Figure 1. Gate-type map (run 1).
The bar under the picture is 50 microns long.
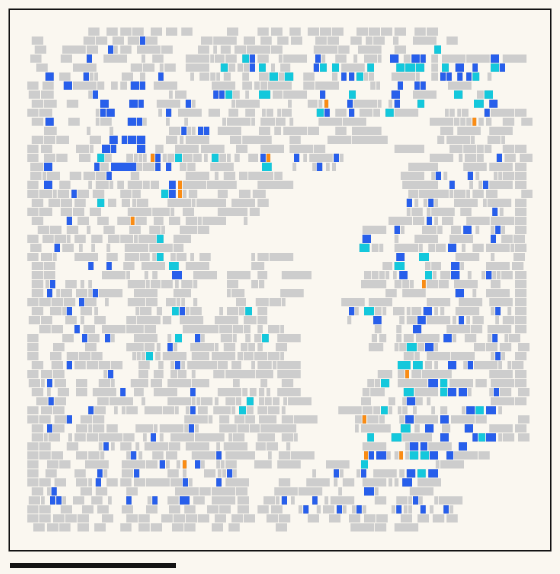
Figure 2. Clock nets (run 1).
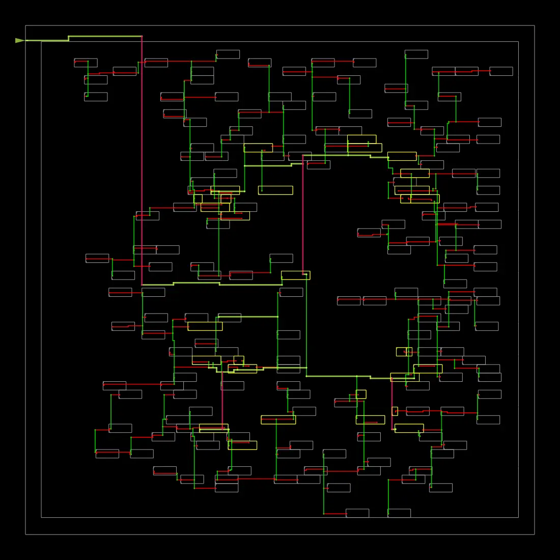
Figure 3. Sequential cells grouped by signal name (run 1).
Other sequential cells in the stronger grey, the rest of the logic in the fainter grey.
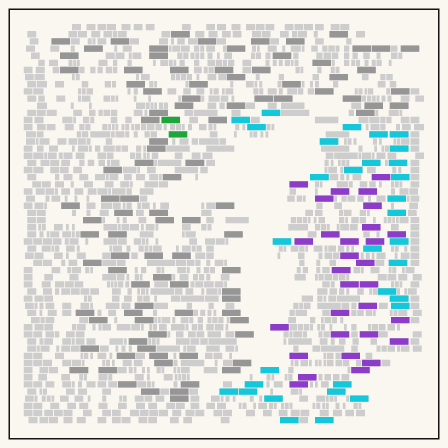
Figure 4. Signal wires by layer (run 1).
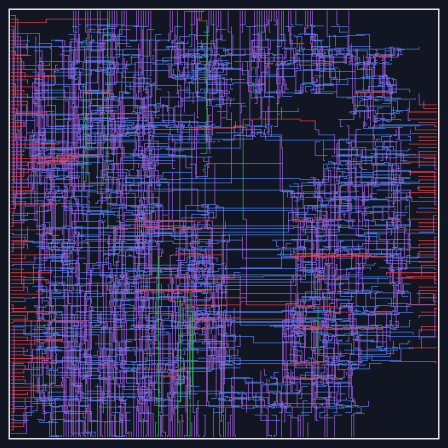
File: src/rtl/pc_fetch_stage_pkg.sv
// Shared types and constants for the OTTER fetch stage.
package otter_fetch_pkg;

  localparam int unsigned INSTR_BYTES = 32'd4;

  // Next-PC source encodings driven by the branch/hazard logic.
  typedef enum logic [2:0] {
    PC4    = 3'd0,
    JALR   = 3'd1,
    BRANCH = 3'd2,
    JAL    = 3'd3,
    MTVEC  = 3'd4,
    MEPC   = 3'd5
  } pc_src_t;

  typedef enum logic [1:0] {
    S_BOOT = 2'd0,
    S_RUN  = 2'd1,
    S_TRAP = 2'd2
  } fetch_state_t;

  // A target is usable only when word aligned.
  function automatic logic is_misaligned(input logic [1:0] lsb);
    return (lsb != 2'b00);
  endfunction

endpackage

File: src/rtl/pc_fetch_stage_if.sv
// Fetch-stage output bundle: IMEM request side plus the IF/ID fields.
interface pc_fetch_if #(parameter int XLEN = 32);
  logic [XLEN-1:0] imem_addr;
  logic            imem_rden;
  logic [XLEN-1:0] if_pc;
  logic [XLEN-1:0] if_pc4;
  logic            if_valid;
  logic            misalign;
  logic [XLEN-1:0] misalign_addr;

  modport master (
    output imem_addr, imem_rden, if_pc, if_pc4, if_valid, misalign, misalign_addr
  );
  modport slave (
    input imem_addr, imem_rden, if_pc, if_pc4, if_valid, misalign, misalign_addr
  );
endinterface

File: src/rtl/pc_fetch_stage_next_pc_sel.sv
// Combinational next-PC priority select with jump/branch alignment check.
module next_pc_sel
  import otter_fetch_pkg::*;
#(
  parameter int XLEN = 32
) (
  input  logic [2:0]      i_pc_source,
  input  logic            i_flush,
  input  logic            i_stall,
  input  logic            i_in_trap,
  input  logic [XLEN-1:0] i_pc,
  input  logic [XLEN-1:0] i_jalr,
  input  logic [XLEN-1:0] i_branch,
  input  logic [XLEN-1:0] i_jal,
  input  logic [XLEN-1:0] i_mtvec,
  input  logic [XLEN-1:0] i_mepc,
  output logic [XLEN-1:0] o_next_pc,
  output logic [XLEN-1:0] o_target,
  output logic            o_load,
  output logic            o_misaligned,
  output logic            o_trap_redir,
  output logic            o_jump_redir
);

  pc_src_t w_src;
  assign w_src = pc_src_t'(i_pc_source);

  // Decode the source select into a target and its redirect class; 6/7 fall to PC+4.
  always_comb begin
    o_target     = '0;
    o_trap_redir = 1'b0;
    o_jump_redir = 1'b0;
    case (w_src)
      JALR:    begin o_target = i_jalr;   o_jump_redir = 1'b1; end
      BRANCH:  begin o_target = i_branch; o_jump_redir = 1'b1; end
      JAL:     begin o_target = i_jal;    o_jump_redir = 1'b1; end
      MTVEC:   begin o_target = i_mtvec;  o_trap_redir = 1'b1; end
      MEPC:    begin o_target = i_mepc;   o_trap_redir = 1'b1; end
      default: begin o_target = '0; end
    endcase
  end

  // Priority: trap redirect > trap hold > flush > jump/branch > stall > PC+4.
  always_comb begin
    o_next_pc    = i_pc + XLEN'(INSTR_BYTES);
    o_load       = 1'b0;
    o_misaligned = 1'b0;
    if (o_trap_redir) begin
      o_next_pc = o_target;
      o_load    = 1'b1;
    end else if (i_in_trap || i_flush) begin
      o_load = 1'b0;
    end else if (o_jump_redir) begin
      if (is_misaligned(o_target[1:0])) begin
        o_misaligned = 1'b1;
      end else begin
        o_next_pc = o_target;
        o_load    = 1'b1;
      end
    end else if (i_stall) begin
      o_load = 1'b0;
    end else begin
      o_load = 1'b1;
    end
  end

endmodule

File: src/rtl/pc_fetch_stage.sv
// OTTER fetch stage: PC register, boot/run/trap FSM, IF/ID registers, fetch counter.
module pc_fetch_stage
  import otter_fetch_pkg::*;
#(
  parameter int              XLEN      = 32,
  parameter logic [XLEN-1:0] RESET_VEC = '0,
  parameter int              CNT_W     = 32
) (
  input  logic             i_clk,
  input  logic             i_rst,
  input  logic             i_stall,
  input  logic             i_flush,
  input  logic [2:0]       i_pc_source,
  input  logic [XLEN-1:0]  i_jalr,
  input  logic [XLEN-1:0]  i_branch,
  input  logic [XLEN-1:0]  i_jal,
  input  logic [XLEN-1:0]  i_mtvec,
  input  logic [XLEN-1:0]  i_mepc,
  pc_fetch_if.master       o_fetch,
  output logic [CNT_W-1:0] o_fetch_cnt
);

  fetch_state_t    r_state, w_state_nxt;
  logic [XLEN-1:0] r_pc, r_if_pc, r_if_pc4, r_misalign_addr;
  logic            r_if_valid, r_misalign;
  logic [CNT_W-1:0] r_fetch_cnt;

  logic [XLEN-1:0] w_next_pc, w_target;
  logic            w_load, w_misaligned, w_trap_redir, w_jump_redir;
  logic            w_in_trap, w_rden, w_kill;

  next_pc_sel #(.XLEN(XLEN)) u_sel (
    .i_pc_source (i_pc_source),
    .i_flush     (i_flush),
    .i_stall     (i_stall),
    .i_in_trap   (w_in_trap),
    .i_pc        (r_pc),
    .i_jalr      (i_jalr),
    .i_branch    (i_branch),
    .i_jal       (i_jal),
    .i_mtvec     (i_mtvec),
    .i_mepc      (i_mepc),
    .o_next_pc   (w_next_pc),
    .o_target    (w_target),
    .o_load      (w_load),
    .o_misaligned(w_misaligned),
    .o_trap_redir(w_trap_redir),
    .o_jump_redir(w_jump_redir)
  );

  // Any redirect or flush means the fetch in flight is not a live instruction.
  assign w_kill = w_trap_redir | w_jump_redir | i_flush;

  // FSM state register.
  always_ff @(posedge i_clk) begin
    if (i_rst) begin
      r_state <= S_BOOT;
    end else begin
      r_state <= w_state_nxt;
    end
  end

  // FSM next state: a bad jump target traps; only a trap redirect leaves the trap.
  always_comb begin
    w_state_nxt = r_state;
    case (r_state)
      S_BOOT, S_RUN: w_state_nxt = w_misaligned ? S_TRAP : S_RUN;
      S_TRAP:        w_state_nxt = w_trap_redir ? S_RUN : S_TRAP;
      default:       w_state_nxt = S_BOOT;
    endcase
  end

  // FSM outputs: fetch enable and trap indication.
  always_comb begin
    w_rden    = 1'b0;
    w_in_trap = 1'b0;
    case (r_state)
      S_BOOT, S_RUN: begin w_rden = ~i_rst & ~i_stall; w_in_trap = 1'b0; end
      S_TRAP:        begin w_rden = 1'b0;              w_in_trap = 1'b1; end
      default:       begin w_rden = 1'b0;              w_in_trap = 1'b0; end
    endcase
  end

  // PC register.
  always_ff @(posedge i_clk) begin
    if (i_rst) begin
      r_pc <= RESET_VEC;
    end else if (w_load) begin
      r_pc <= w_next_pc;
    end else begin
      r_pc <= r_pc;
    end
  end

  // IF/ID registers track the address fetched last cycle, aligned with IMEM data.
  always_ff @(posedge i_clk) begin
    if (i_rst) begin
      r_if_pc    <= RESET_VEC;
      r_if_pc4   <= RESET_VEC + XLEN'(INSTR_BYTES);
      r_if_valid <= 1'b0;
    end else if (w_in_trap || w_kill) begin
      r_if_valid <= 1'b0;
    end else if (i_stall) begin
      r_if_valid <= r_if_valid;
    end else begin
      r_if_pc    <= r_pc;
      r_if_pc4   <= r_pc + XLEN'(INSTR_BYTES);
      r_if_valid <= 1'b1;
    end
  end

  // Misaligned-target trap request and captured address.
  always_ff @(posedge i_clk) begin
    if (i_rst) begin
      r_misalign      <= 1'b0;
      r_misalign_addr <= '0;
    end else if (w_in_trap && w_trap_redir) begin
      r_misalign <= 1'b0;
    end else if (!w_in_trap && w_misaligned) begin
      r_misalign      <= 1'b1;
      r_misalign_addr <= w_target;
    end else begin
      r_misalign <= r_misalign;
    end
  end

  // Count live instructions actually consumed (not held by a stall).
  always_ff @(posedge i_clk) begin
    if (i_rst) begin
      r_fetch_cnt <= '0;
    end else if (r_if_valid && !i_stall) begin
      r_fetch_cnt <= r_fetch_cnt + CNT_W'(1);
    end else begin
      r_fetch_cnt <= r_fetch_cnt;
    end
  end

  assign o_fetch.imem_addr     = r_pc;
  assign o_fetch.imem_rden     = w_rden;
  assign o_fetch.if_pc         = r_if_pc;
  assign o_fetch.if_pc4        = r_if_pc4;
  assign o_fetch.if_valid      = r_if_valid;
  assign o_fetch.misalign      = r_misalign;
  assign o_fetch.misalign_addr = r_misalign_addr;
  assign o_fetch_cnt           = r_fetch_cnt;

endmodule
File: src/flat_wrapper.sv
// flat-port wrapper written by rule: the top's interface ports become plain ports
module pc_fetch_stage_flat import otter_fetch_pkg::*;
#(
  parameter int              XLEN      = 32,
  parameter logic [XLEN-1:0] RESET_VEC = '0,
  parameter int              CNT_W     = 32
)
  (i_clk, i_rst, i_stall, i_flush, i_pc_source, i_jalr, i_branch, i_jal, i_mtvec, i_mepc, o_fetch_cnt, o_fetch_imem_addr, o_fetch_imem_rden, o_fetch_if_pc, o_fetch_if_pc4, o_fetch_if_valid, o_fetch_misalign, o_fetch_misalign_addr);
  pc_fetch_if #(.XLEN(XLEN)) o_fetch_i ();
  input  logic i_clk;
  input  logic i_rst;
  input  logic i_stall;
  input  logic i_flush;
  input  logic [2:0] i_pc_source;
  input  logic [XLEN-1:0] i_jalr;
  input  logic [XLEN-1:0] i_branch;
  input  logic [XLEN-1:0] i_jal;
  input  logic [XLEN-1:0] i_mtvec;
  input  logic [XLEN-1:0] i_mepc;
  output logic [CNT_W-1:0] o_fetch_cnt;
  output wire logic [$bits(o_fetch_i.imem_addr)-1:0] o_fetch_imem_addr;
  output wire logic [$bits(o_fetch_i.imem_rden)-1:0] o_fetch_imem_rden;
  output wire logic [$bits(o_fetch_i.if_pc)-1:0] o_fetch_if_pc;
  output wire logic [$bits(o_fetch_i.if_pc4)-1:0] o_fetch_if_pc4;
  output wire logic [$bits(o_fetch_i.if_valid)-1:0] o_fetch_if_valid;
  output wire logic [$bits(o_fetch_i.misalign)-1:0] o_fetch_misalign;
  output wire logic [$bits(o_fetch_i.misalign_addr)-1:0] o_fetch_misalign_addr;
  assign o_fetch_imem_addr = o_fetch_i.imem_addr;
  assign o_fetch_imem_rden = o_fetch_i.imem_rden;
  assign o_fetch_if_pc = o_fetch_i.if_pc;
  assign o_fetch_if_pc4 = o_fetch_i.if_pc4;
  assign o_fetch_if_valid = o_fetch_i.if_valid;
  assign o_fetch_misalign = o_fetch_i.misalign;
  assign o_fetch_misalign_addr = o_fetch_i.misalign_addr;
  pc_fetch_stage #(.XLEN(XLEN), .RESET_VEC(RESET_VEC), .CNT_W(CNT_W)) u_core (.i_clk(i_clk), .i_rst(i_rst), .i_stall(i_stall), .i_flush(i_flush), .i_pc_source(i_pc_source), .i_jalr(i_jalr), .i_branch(i_branch), .i_jal(i_jal), .i_mtvec(i_mtvec), .i_mepc(i_mepc), .o_fetch(o_fetch_i), .o_fetch_cnt(o_fetch_cnt));
endmodule
File: config.mk
export PLATFORM = sky130hd
export DESIGN_NAME = pc_fetch_stage_flat
export DESIGN_NICKNAME = d
export VERILOG_FILES = /design/src/rtl/pc_fetch_stage_pkg.sv /design/src/rtl/pc_fetch_stage_if.sv /design/src/rtl/pc_fetch_stage_next_pc_sel.sv /design/src/rtl/pc_fetch_stage.sv /design/src/flat_wrapper.sv
export SDC_FILE = /design/constraint.sdc
export NUM_CORES = 1
export LEC_CHECK = 0
export CAP_MARGIN = 10
export CORE_MARGIN = 5
export CORE_UTILIZATION = 38
export DETAILED_ROUTE_END_ITERATION = 16
export PLACE_DENSITY = 0.7
export SYNTH_ARGS = -nofsm -noshare
export SYNTH_HDL_FRONTEND = slang
export SYNTH_HIERARCHICAL = 1
export SYNTH_SLANG_ARGS = --single-unit
File: constraint.sdc
create_clock -name i_clk -period 5.7 [get_ports i_clk]
set_input_delay 0.855 -clock i_clk [delete_from_list [all_inputs] [get_ports i_clk]]
set_output_delay 0.855 -clock i_clk [all_outputs]
set_load 0.005 [all_outputs]
==> flow_summary.json, run 1 <==
{
  "status": "finished clean",
  "wl_met2_microns": 15760,
  "ys_sh_mux_pct": 13.32,
  "holdWs_ns": 0.4544,
  "yosysTopAreaCellShare_pct": 36.50,
  "hold_depth": 2,
  "placed_area_sq_um": 12320,
  "fillers": 2184,
  "die_area_sq_um": 26540,
  "required_ns": 5.97,
  "crit_type": "input pin to flop",
  "clkCellAreaFrac_pct": 4.913,
  "ys.warnings.count": 6,
  "fin_util_pct": 55.73,
  "synthSimpleGateAreaFrac_pct": 25.04,
  "grt_overflow": 0,
  "grt_start_max_net_pins": 114,
  "cp_top_family": "buffers and inverters",
  "vias": 9124,
  "cp-endpoint": "u_core/o_fetch.imem_addr[11]$_SDFFE_PP0P_",
  "synth.most_common_cell": "nand2_1",
  "regArea_sq_um": 3243,
  "buffers": 341,
  "htreeDepth": 4,
  "clk_path_buf_depth": 2,
  "edf_count": 0,
  "ys_area_sq_um": 8886,
  "path_max_fanout": 33,
  "power.density_nw_per_um2": 225.0,
  "min_to": "u_core/o_fetch.if_pc[16]$_SDFFE_PP0P_",
  "fp-utilization_pct": 38.20,
  "crit_path_end_kind": "flop",
  "pg_seq_mw": 1.21,
  "p_int_mw": 2.192,
  "min-delay-start": "u_core/o_fetch.if_pc[16]$_SDFFE_PP0P_",
  "reg2regPathDepth": 8,
  "io_pins": 330,
  "worst_slew_pin_slew_ns": 1.046,
  "yosysTopAreaCell": "dfxtp_1",
  "synthArstFlopShare_pct": 0
}
About Figure 1:
[blue] inverting AOI/OAI gates | cells: 191 | most used: a21oi_1 | where: widely spread
[orange] inverters | cells: 13 | most used: inv_1
[cyan] AND and OR gates | cells: 63

About Figure 2:
clkbuf count: 17
P_clk: 1.26 mW
Flop Count: 162
worst-skew pair later-pin latency: 0.42 ns

About Figure 3:
[purple] u_core/o_fetch.if_pc4 | placed flops: 30
[cyan] u_core/o_fetch.if_pc | placed flops: 32
[green] u_core/r_state | placed flops: 2

About Figure 4:
[green] met4 | wire length: 712 microns
[red] met3 | wire length: 2,320 microns
[purple] met2 | wire length: 15,800 microns
[blue] met1 | wire length: 13,800 microns
Routed WL: 32,580 microns
GRT Util Overall: 23.64%

Figure 5. Pin map (run 1).
Pins as bars across the die edge, other pins in grey.
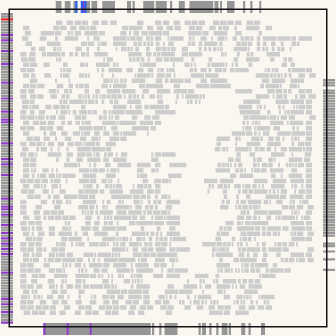

==> run 1 -> run 2 <==
Clock period 5.7 ns to 3.89 ns, I/O delays scaled along.
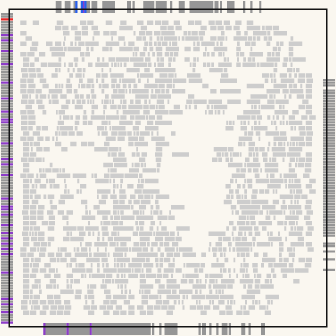
Figure 6: run 2, pin map.
Pins as bars across the die edge, other pins in grey.
[purple] i_mepc | pins: 32 | direction: input | edge: 28 left, 3 bottom, 1 top
[red] i_clk | pins: 1 | direction: input | edge: left
[blue] i_pc_source | pins: 3 | direction: input | edge: top
all pins by edge: 118 left, 83 bottom, 65 top, 64 right

==> run 2 against run 1 <==
  * Critical path depth decreased by 2
  * Register-to-register slack got worse by 1.6 ns
  * Worst setup slack got worse by 0.96 ns
  * Combinational power increased by 52%
  * Synthesized cell count unchanged
  * Global-route usage increased by 0.30 points
  * Sequential power increased by 45%
  * Non-clock buffer count increased by 11
  * Power increased by 48%
  * Cell count increased by 0.77%
  * Critical path type unchanged
  * Largest cell class unchanged
  * Highest routed layer unchanged
==> flow_summary.json, run 2 <==
{
  "status": "finished clean",
  "crit_type": "input pin to flop",
  "ys_area_sq_um": 8886,
  "p_int_mw": 3.229,
  "clkCellAreaFrac_pct": 4.866,
  "clock_buffers": 19,
  "synth.most_common_cell": "nand2_1",
  "seq_cells": 162,
  "placed_area_sq_um": 12420,
  "fin_util_pct": 56.15,
  "regArea_sq_um": 3243,
  "min-delay-start": "u_core/o_fetch.misalign_addr[11]$_SDFFE_PP0P_",
  "yosysTopAreaCell": "dfxtp_1",
  "vias": 9205,
  "fillers": 2207,
  "grt_overflow": 0,
  "min_to": "u_core/o_fetch.misalign_addr[11]$_SDFFE_PP0P_",
  "worst_slew_pin_slew_ns": 1.029,
  "insertion_delay_ns": 0.42,
  "synthArstFlopShare_pct": 0,
  "wirelength_microns": 33070,
  "htreeDepth": 4,
  "grt.total_usage_pct": 23.94,
  "grt_start_max_net_pins": 90,
  "clk_path_buf_depth": 2,
  "hold_depth": 2,
  "power.density_nw_per_um2": 329.4,
  "ys.warnings.count": 6,
  "die_area_sq_um": 26540,
  "cp_top_family": "simple AND/OR/NAND/NOR gates",
  "io_pins": 330,
  "cp-endpoint": "u_core/o_fetch.if_pc4[26]$_SDFFE_PP0P_",
  "reg2regPathDepth": 7,
  "edf_count": 0,
  "ys_sh_mux_pct": 13.32,
  "clk-power_mw": 1.86,
  "fp-utilization_pct": 38.20,
  "wl_met2_microns": 16310,
  "required_ns": 4.17
}
Figure 7. Signal wires by layer (run 2).
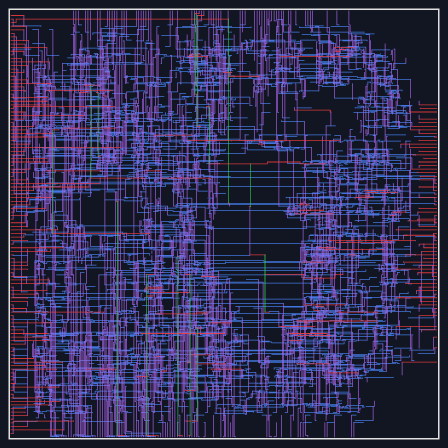

==> run 2 -> run 3 <==
Clock period 3.89 ns to 3 ns, I/O delays scaled along.
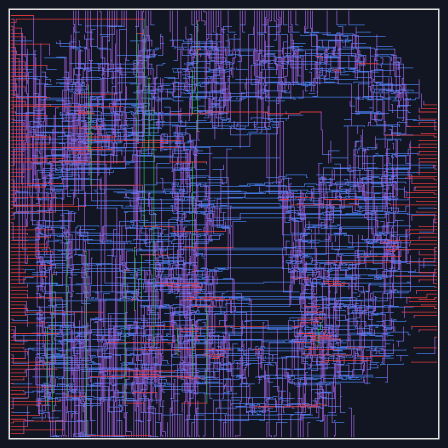
Figure 8: run 3, signal wires by layer.
[green] met4 | wire length: 758 microns
[red] met3 | wire length: 2,590 microns
[blue] met1 | wire length: 13,600 microns
[purple] met2 | wire length: 16,100 microns
via count: 9,221
Routed WL: 33,060 microns
GRT Util Overall: 23.88%
DR WL/cell: 19.13 microns

==> run 3 against run 2 <==
  * Clock-buffer cell count is 1 lower
  * Hold slack worse by 0.010 ns
  * Clock power is 28% higher
  * Global-route usage is 0.065 points lower
  * Via count is 0.17% higher
  * Largest power group unchanged
  * Highest routed layer unchanged
==> flow_summary.json, run 3 <==
{
  "status": "finished clean",
  "ys_sh_mux_pct": 13.32,
  "cp_top_family": "simple AND/OR/NAND/NOR gates",
  "rows": 56,
  "hold_depth": 2,
  "clk_path_buf_depth": 2,
  "required_ns": 3.29,
  "worst_slew_pin_slew_ns": 0.8629,
  "pwr-share-seq_pct": 40.6,
  "fp-utilization_pct": 38.20,
  "regArea_sq_um": 3243,
  "io_pins": 330,
  "drt-initial-drc-count": 659,
  "cp-endpoint": "u_core/o_fetch.imem_addr[14]$_SDFFE_PP0P_",
  "coreArea_sq_um": 23260,
  "fin_util_pct": 56.92,
  "crit_type": "flop to flop",
  "fillers": 2162,
  "clkCellAreaFrac_pct": 4.820,
  "wl_met2_microns": 16120,
  "synthTopLogicFamily": "simple AND/OR/NAND/NOR gates",
  "grt_overflow": 0,
  "htreeDepth": 4,
  "comb-power_mw": 0.928,
  "clk-power_mw": 2.38,
  "drcViolationCount": 0,
  "synthArstFlopShare_pct": 0,
  "grt_pass1_wl_microns": 49850,
  "yosysTopAreaCell": "dfxtp_1",
  "synth.most_common_cell": "nand2_1",
  "globalRouteMet3Util_pct": 6.049,
  "min_to": "u_core/o_fetch.if_pc[7]$_SDFFE_PP0P_",
  "first_pass_iters": 6,
  "grt_start_max_net_pins": 90,
  "layout_top_cells": "clkdlybuf4s50_1, nand2_1, dfxtp_1, nor2_1, a21oi_1",
  "clock_buffers": 18,
  "insertion_delay_ns": 0.43,
  "placed_area_sq_um": 12590,
  "p_int_mw": 4.152,
  "syn_inst": 1084,
  "top_layer_used": "met4",
  "die_area_sq_um": 26540,
  "min-delay-start": "i_rst",
  "edf_count": 0,
  "die_w_microns": 162.9,
  "power.density_nw_per_um2": 420.7,
  "reg2regPathDepth": 7,
  "slew_headroom_pct": 41.99,
  "yosysSeqAreaShare_pct": 36.50,
  "seq_cells": 162
}
Power is estimated from default activity; no workload was simulated.
